$ cat config.mk
export PLATFORM = sky130hd
export DESIGN_NAME = esp_at_initiator
export DESIGN_NICKNAME = d
export VERILOG_FILES = /design/src/rtl/esp_at_pkg.sv /design/src/rtl/esp_at_resp_matcher.sv /design/src/rtl/esp_at_initiator.sv
export SDC_FILE = /design/constraint.sdc
export NUM_CORES = 1
export LEC_CHECK = 0
export ABC_AREA = 1
export CORE_ASPECT_RATIO = 0.7
export CORE_MARGIN = 4
export CORE_UTILIZATION = 50
export CTS_BUF_LIST = sky130_fd_sc_hd__clkbuf_2
export DETAILED_ROUTE_END_ITERATION = 8
export PLACE_DENSITY_LB_ADDON = 0.05
export SETUP_SLACK_MARGIN = 0.4
export SYNTH_ARGS = -nofsm -noshare
export SYNTH_HDL_FRONTEND = slang
export SYNTH_HIERARCHICAL = 1
export SYNTH_SLANG_ARGS = --single-unit
$ cat constraint.sdc
create_clock -name i_clk -period 2.86 [get_ports i_clk]
set_clock_uncertainty 0.05 [all_clocks]
set_input_delay 0.286 -clock i_clk [delete_from_list [all_inputs] [get_ports i_clk]]
set_output_delay 0.286 -clock i_clk [all_outputs]
set_load 0.05 [all_outputs]
$ cat src/rtl/esp_at_pkg.sv
// Shared types and constants for the ESP8266 AT-command initiator:
// FSM states, command ROM, and response pattern characters.
package esp_at_pkg;

  typedef enum logic [1:0] {
    ST_IDLE      = 2'd0,
    ST_SEND      = 2'd1,
    ST_WAIT_RESP = 2'd2,
    ST_FINISH    = 2'd3
  } state_t;

  localparam logic [7:0] CH_O  = 8'h4F;
  localparam logic [7:0] CH_K  = 8'h4B;
  localparam logic [7:0] CH_CR = 8'h0D;
  localparam logic [7:0] CH_LF = 8'h0A;
  localparam logic [7:0] CH_E  = 8'h45;
  localparam logic [7:0] CH_R  = 8'h52;

  // Patterns are stored first-character-in-MSB.
  localparam logic [31:0] OK_PAT  = {CH_O, CH_K, CH_CR, CH_LF};
  localparam logic [39:0] ERR_PAT = {CH_E, CH_R, CH_R, CH_O, CH_R};

  function automatic logic [3:0] cmd_len(input logic [1:0] sel);
    case (sel)
      2'd0:    return 4'd4;
      2'd1:    return 4'd8;
      default: return 4'd13;
    endcase
  endfunction

  // Byte idx of the selected command; idx must be below cmd_len(sel).
  function automatic logic [7:0] cmd_byte(input logic [1:0] sel, input logic [3:0] idx);
    logic [103:0] s;
    case (sel)
      2'd0:    s = {72'd0, "AT\r\n"};
      2'd1:    s = {40'd0, "AT+RST\r\n"};
      2'd2:    s = "AT+CWMODE=1\r\n";
      default: s = "AT+CIPMUX=1\r\n";
    endcase
    s = s >> {cmd_len(sel) - 4'd1 - idx, 3'b000};
    return s[7:0];
  endfunction

endpackage

$ cat src/rtl/esp_at_resp_matcher.sv
// Tracks progress through "OK\r\n" and "ERROR" on the received byte stream
// and flags the byte that completes either pattern.
module esp_at_resp_matcher
  import esp_at_pkg::*;
(
  input  logic       i_clk,
  input  logic       i_rst,
  input  logic       i_clear,
  input  logic [7:0] i_rx_data,
  input  logic       i_rx_valid,
  output logic       o_hit_ok,
  output logic       o_hit_err
);

  logic [1:0]  r_ok_idx;
  logic [2:0]  r_err_idx;
  logic [31:0] w_ok_sh;
  logic [39:0] w_err_sh;
  logic [7:0]  w_ok_exp;
  logic [7:0]  w_err_exp;

  assign w_ok_sh   = OK_PAT >> {2'd3 - r_ok_idx, 3'b000};
  assign w_ok_exp  = w_ok_sh[7:0];
  assign w_err_sh  = ERR_PAT >> {3'd4 - r_err_idx, 3'b000};
  assign w_err_exp = w_err_sh[7:0];

  assign o_hit_ok  = i_rx_valid && (r_ok_idx == 2'd3) && (i_rx_data == w_ok_exp);
  assign o_hit_err = i_rx_valid && (r_err_idx == 3'd4) && (i_rx_data == w_err_exp);

  // Neither pattern repeats a prefix internally, so restarting on the
  // first character is enough to catch overlapping attempts like "OOK".
  always_ff @(posedge i_clk or posedge i_rst) begin
    if (i_rst) begin
      r_ok_idx  <= 2'd0;
      r_err_idx <= 3'd0;
    end else if (i_clear) begin
      r_ok_idx  <= 2'd0;
      r_err_idx <= 3'd0;
    end else if (i_rx_valid) begin
      if (o_hit_ok)                   r_ok_idx <= 2'd0;
      else if (i_rx_data == w_ok_exp) r_ok_idx <= r_ok_idx + 2'd1;
      else if (i_rx_data == CH_O)     r_ok_idx <= 2'd1;
      else                            r_ok_idx <= 2'd0;

      if (o_hit_err)                   r_err_idx <= 3'd0;
      else if (i_rx_data == w_err_exp) r_err_idx <= r_err_idx + 3'd1;
      else if (i_rx_data == CH_E)      r_err_idx <= 3'd1;
      else                             r_err_idx <= 3'd0;
    end
  end

endmodule

$ cat src/rtl/esp_at_initiator.sv
// AT-command initiator: streams a fixed command into the UART transmitter,
// then waits for "OK\r\n", "ERROR" or a timeout and reports the outcome.
module esp_at_initiator
  import esp_at_pkg::*;
#(
  parameter int TIMEOUT_CYCLES = 100000000
) (
  input  logic       i_clk,
  input  logic       i_rst,
  input  logic       i_start,
  input  logic [1:0] i_cmd_sel,
  output logic [7:0] o_tx_data,
  output logic       o_tx_valid,
  input  logic       i_tx_ready,
  input  logic [7:0] i_rx_data,
  input  logic       i_rx_valid,
  output logic       o_busy,
  output logic       o_done,
  output logic       o_ok,
  output logic       o_err,
  output logic       o_timeout,
  output logic [1:0] o_state
);

  localparam int TMR_W = $clog2(TIMEOUT_CYCLES + 1);

  state_t           r_state;
  state_t           w_next;
  logic [1:0]       r_sel;
  logic [3:0]       r_idx;
  logic [TMR_W-1:0] r_tmr;
  logic             r_ok, r_err, r_timeout;
  logic             w_accept, w_active, w_xfer, w_last, w_tmo;
  logic             w_hit_ok, w_hit_err, w_hit;

  assign w_accept = (r_state == ST_IDLE) && i_start;
  assign w_active = (r_state == ST_SEND) || (r_state == ST_WAIT_RESP);
  assign w_xfer   = (r_state == ST_SEND) && i_tx_ready;
  assign w_last   = (r_idx == cmd_len(r_sel) - 4'd1);
  assign w_tmo    = (r_state == ST_WAIT_RESP) && (r_tmr == TMR_W'(TIMEOUT_CYCLES - 1));
  assign w_hit    = w_hit_ok || w_hit_err;

  // Handshake: a byte moves on a rising edge where o_tx_valid and i_tx_ready
  // are both high; o_tx_data holds while o_tx_valid is high and unaccepted.
  esp_at_resp_matcher u_matcher (
    .i_clk      (i_clk),
    .i_rst      (i_rst),
    .i_clear    (w_accept),
    .i_rx_data  (i_rx_data),
    .i_rx_valid (i_rx_valid && w_active),
    .o_hit_ok   (w_hit_ok),
    .o_hit_err  (w_hit_err)
  );

  always_ff @(posedge i_clk or posedge i_rst) begin
    if (i_rst) r_state <= ST_IDLE;
    else       r_state <= w_next;
  end

  always_comb begin
    w_next     = r_state;
    o_tx_valid = 1'b0;
    o_tx_data  = 8'h00;
    o_busy     = (r_state != ST_IDLE);
    o_done     = 1'b0;
    case (r_state)
      ST_IDLE: if (i_start) w_next = ST_SEND;
      ST_SEND: begin
        o_tx_valid = 1'b1;
        o_tx_data  = cmd_byte(r_sel, r_idx);
        if (w_hit)                w_next = ST_FINISH;
        else if (w_xfer && w_last) w_next = ST_WAIT_RESP;
      end
      ST_WAIT_RESP: if (w_hit || w_tmo) w_next = ST_FINISH;
      ST_FINISH: begin
        o_done = 1'b1;
        w_next = ST_IDLE;
      end
      default: w_next = ST_IDLE;
    endcase
  end

  // Response window counts only while waiting; it restarts on every entry.
  always_ff @(posedge i_clk or posedge i_rst) begin
    if (i_rst) begin
      r_sel     <= 2'd0;
      r_idx     <= 4'd0;
      r_tmr     <= '0;
      r_ok      <= 1'b0;
      r_err     <= 1'b0;
      r_timeout <= 1'b0;
    end else begin
      if (w_accept) begin
        r_sel     <= i_cmd_sel;
        r_idx     <= 4'd0;
        r_ok      <= 1'b0;
        r_err     <= 1'b0;
        r_timeout <= 1'b0;
      end
      if (w_xfer && !w_last) r_idx <= r_idx + 4'd1;
      if (r_state == ST_WAIT_RESP) r_tmr <= r_tmr + 1'b1;
      else                         r_tmr <= '0;
      if (w_hit_ok)       r_ok      <= 1'b1;
      else if (w_hit_err) r_err     <= 1'b1;
      else if (w_tmo)     r_timeout <= 1'b1;
    end
  end

  assign o_ok      = r_ok;
  assign o_err     = r_err;
  assign o_timeout = r_timeout;
  assign o_state   = r_state;

endmodule

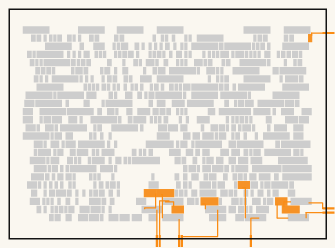
**Above:** port wiring.
Scale: 3 px per um.
orange -> `o_tx_data`  # bits 8, direction output, end cells 8, buffers 7, wire 127 um

==> results.ini <==
[floorplanning]
die_width_um = 105
coreArea_sq_um = 6310
die-area_sq_um = 7990
io_pins = 31
core_util_floorplan = 0.524
die_h_um = 76.0

[synth]
mappedNetlistArea_sq_um = 3300
post_synth_main_area_contributors = sky130_fd_sc_hd__dfrtp_1, sky130_fd_sc_hd__nand2_1, sky130_fd_sc_hd__ha_1, sky130_fd_sc_hd__inv_1, sky130_fd_sc_hd__nor2_1
ys_seq_share = 0.326
net_count_entering_floorplan = 509
synth.most_common_cell = sky130_fd_sc_hd__nand2_1
synth_flops = 43
yosys_most_used_dff = sky130_fd_sc_hd__dfrtp_1
yosys-top-cells-count = sky130_fd_sc_hd__nand2_1, sky130_fd_sc_hd__inv_1, sky130_fd_sc_hd__nor2_1
ys_cells = 474
area_share_of_the_largest_cell_type_after_synthesis = 0.326
yosysWarnings = 6
synth_chip_area_sq_um = 3300
synth_cell_types = 43
syn_area_per_cell_sq_um = 6.97
netlist_instances = 474
synth_top_cell_by_area = sky130_fd_sc_hd__dfrtp_1
enable_flop_cells = 0
async_flop_share = 1.00

[clock_tree]
root_buffer = sky130_fd_sc_hd__clkbuf_2
clock_sink_count = 43
tritoncts = yes
post_cts.repair.setup_buffers = 11
cts.clk_slew.worst_paths_ns = 0.21
h-tree-depth = 2
cts_repair_resize_count = 28
cts_hold_buffers = 0
clockBufferDepth = 2
tritoncts.num_buffers = 5
worst_skew_pair.late_latency_ns = 0.41

[flow_run]
total_number_of_warnings_across_the_stage_logs = 39
drv.max_cap_violation_count = 0

[global_routing]
wire_length_of_the_first_global_routing_pass_um = 14200
pin_count_of_the_biggest_net_entering_global_routing = 39
overflow = 0
antenna_found_initial = 0
vias_in_the_first_global_route = 2942
global_route.usage.total = 0.215

[timing]
period_minus_slack_ns = 2.95
setup_slack_ns = -0.0874
fin_crit_sh = 1.03
whs_ns = 0.384
final_total_negative_setup_slack_ns = -0.278
maxSlewViolCount = 0
final-hold-violation-count = 0
fmax_mhz = 339
setup_viol = 6
maxSlewHeadroom = 0.630
unrepaired_setup_endpoints_after_global_routing = true
worst_slew_pin_slew_ns = 0.550

[detailed_routing]
detailed_routing_iterations_pass_1 = 5
drtAntennaViolNets = 0
dr_total_vias = 3291
viasPerCell = 5.36
remaining_drc_errors = 0
wirelength_um = 8590
wl_per_cell_um = 14.0
first_iter_violations = 204

[critical_path]
critical_path.n_buffers_inverters = 3
crit_path_frequent_cell = sky130_fd_sc_hd__ha_4
cp-end-kind = primary output
critical-path-slowest-cell = sky130_fd_sc_hd__dfrtp_2
crit_path_start_kind = register
timing.critical_path.max_delay_family = adder cells
cp_data_required_time_ns = 2.52
cp_cell_sequence = nor2_4, inv_2, ha_4, ha_4, ha_4, clkinv_8, nand2_4, nand2_4, a21oi_4, nand2_1, nand2_1, nand2_2, a21oi_4, buf_12
critPathArrivalTime_ns = 2.61
cp_max_fo = 5
path_class = register to primary output
cpPeakStageDelay_ns = 0.50

[power_and_ir_drop]
vdd_ir_drop_max_v = 0.000868
power_density_nw_per_um2 = 1200
power_leakage_uw = 0.00197
power.total_uw = 5220

[final_layout]
layout.cells.most_common = sky130_fd_sc_hd__nand2_1
comb_area_sq_um = 2240
layout-drive-gt1-share = 0.216
final_core_util = 0.689
n_antenna_cell = 0
layout.cell_area.non_filler_sq_um = 4350
final_cell_mix = sky130_fd_sc_hd__nand2_1, sky130_fd_sc_hd__inv_1, sky130_fd_sc_hd__nor2_1, sky130_fd_sc_hd__dfrtp_1
register_area_sq_um = 1080
synthToLayoutAreaGrowth_pct = 31.6
design.final.nets = 570

[status]
status = finished with violations
failed_checks = negative setup slack

[placed_design]
place_congestion = 0.870
numPortBuffers = 29
place_inst = 583
dp_slack_ns = 0.170
post-dp-hpwl_um = 6230
placed_cell_area_sq_um = 3900

[hold_path]
hp-class = input port to register

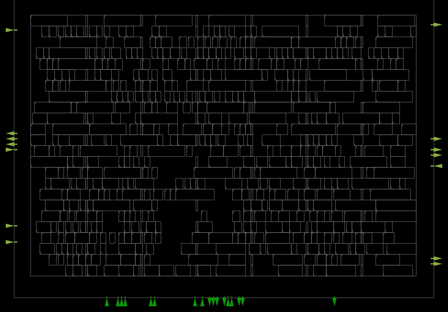
**Above:** placement view.
Cell Count, Final, Fillers Out: 614
Flop Count: 43
number of inserted filler cells in the final layout: 547
FP Rows: 24

path summary, 6_finish.rpt:
check | start | endpoint | slack [ns] | cells past startpoint
min in group asynchronous | i_rst | u_matcher/r_err_idx[1] | 0.57 | 3
max in group asynchronous | i_rst | r_sel[1] | 1.63 | 4
worst min-delay path | i_cmd_sel[0] | r_sel[0] | 0.38 | 3
worst max-delay path | r_sel[1] | o_tx_data[2] | -0.09 | 14
worst max register to register | u_matcher/r_err_idx[0] | o_state[0] | 0.58 | 14
worst min register to register | r_tmr[23] | r_tmr[23] | 0.43 | 1
cell type report:
type / instances / area share
Sequential cell: 43 / 0.248
Clock inverter: 3 / 0.00892
Timing Repair inverter: 1 / 0.00201
Timing Repair Buffer: 58 / 0.134
Inverter: 68 / 0.0630
Tap cell: 78 / 0.0224
Multi-Input combinational cell: 358 / 0.516
Clock buffer: 5 / 0.00576
report_power, final:
group          leakage, uW  internal [uW]  total (uW)  switching [uW]
clock            0.0000404            144         343             199
sequential        0.000589            667         757            89.7
combinational      0.00134           1730        4120            2390
sequential cells by signal (all words and copies together) (netlist names):
name	flops
o_err	1
o_ok	1
o_state	2
o_timeout	1
r_idx	4
r_sel	2
r_tmr	27
u_matcher/r_err_idx	3
u_matcher/r_ok_idx	2
kinds of logic after synthesis:
family                   share of synthesized area
AND-OR/OR-AND                                0.134
XOR/XNOR                                    0.0545
adder cells (fa/ha/maj)                     0.0757
buffers and inverters                       0.0886
flip-flops                                   0.326
other                                      0.00113
AND/OR/NAND/NOR                              0.320
routing by layer:
layer	routed length, um	global-route usage	vias to the layer above
met5	0	0	-
met4	32	0.0197	0
met3	533	0.0432	7
met2	3660	0.302	98
met1	4370	0.349	1530
li1	-	-	1656
No activity file was given, so power comes from the tool's default toggle rates.
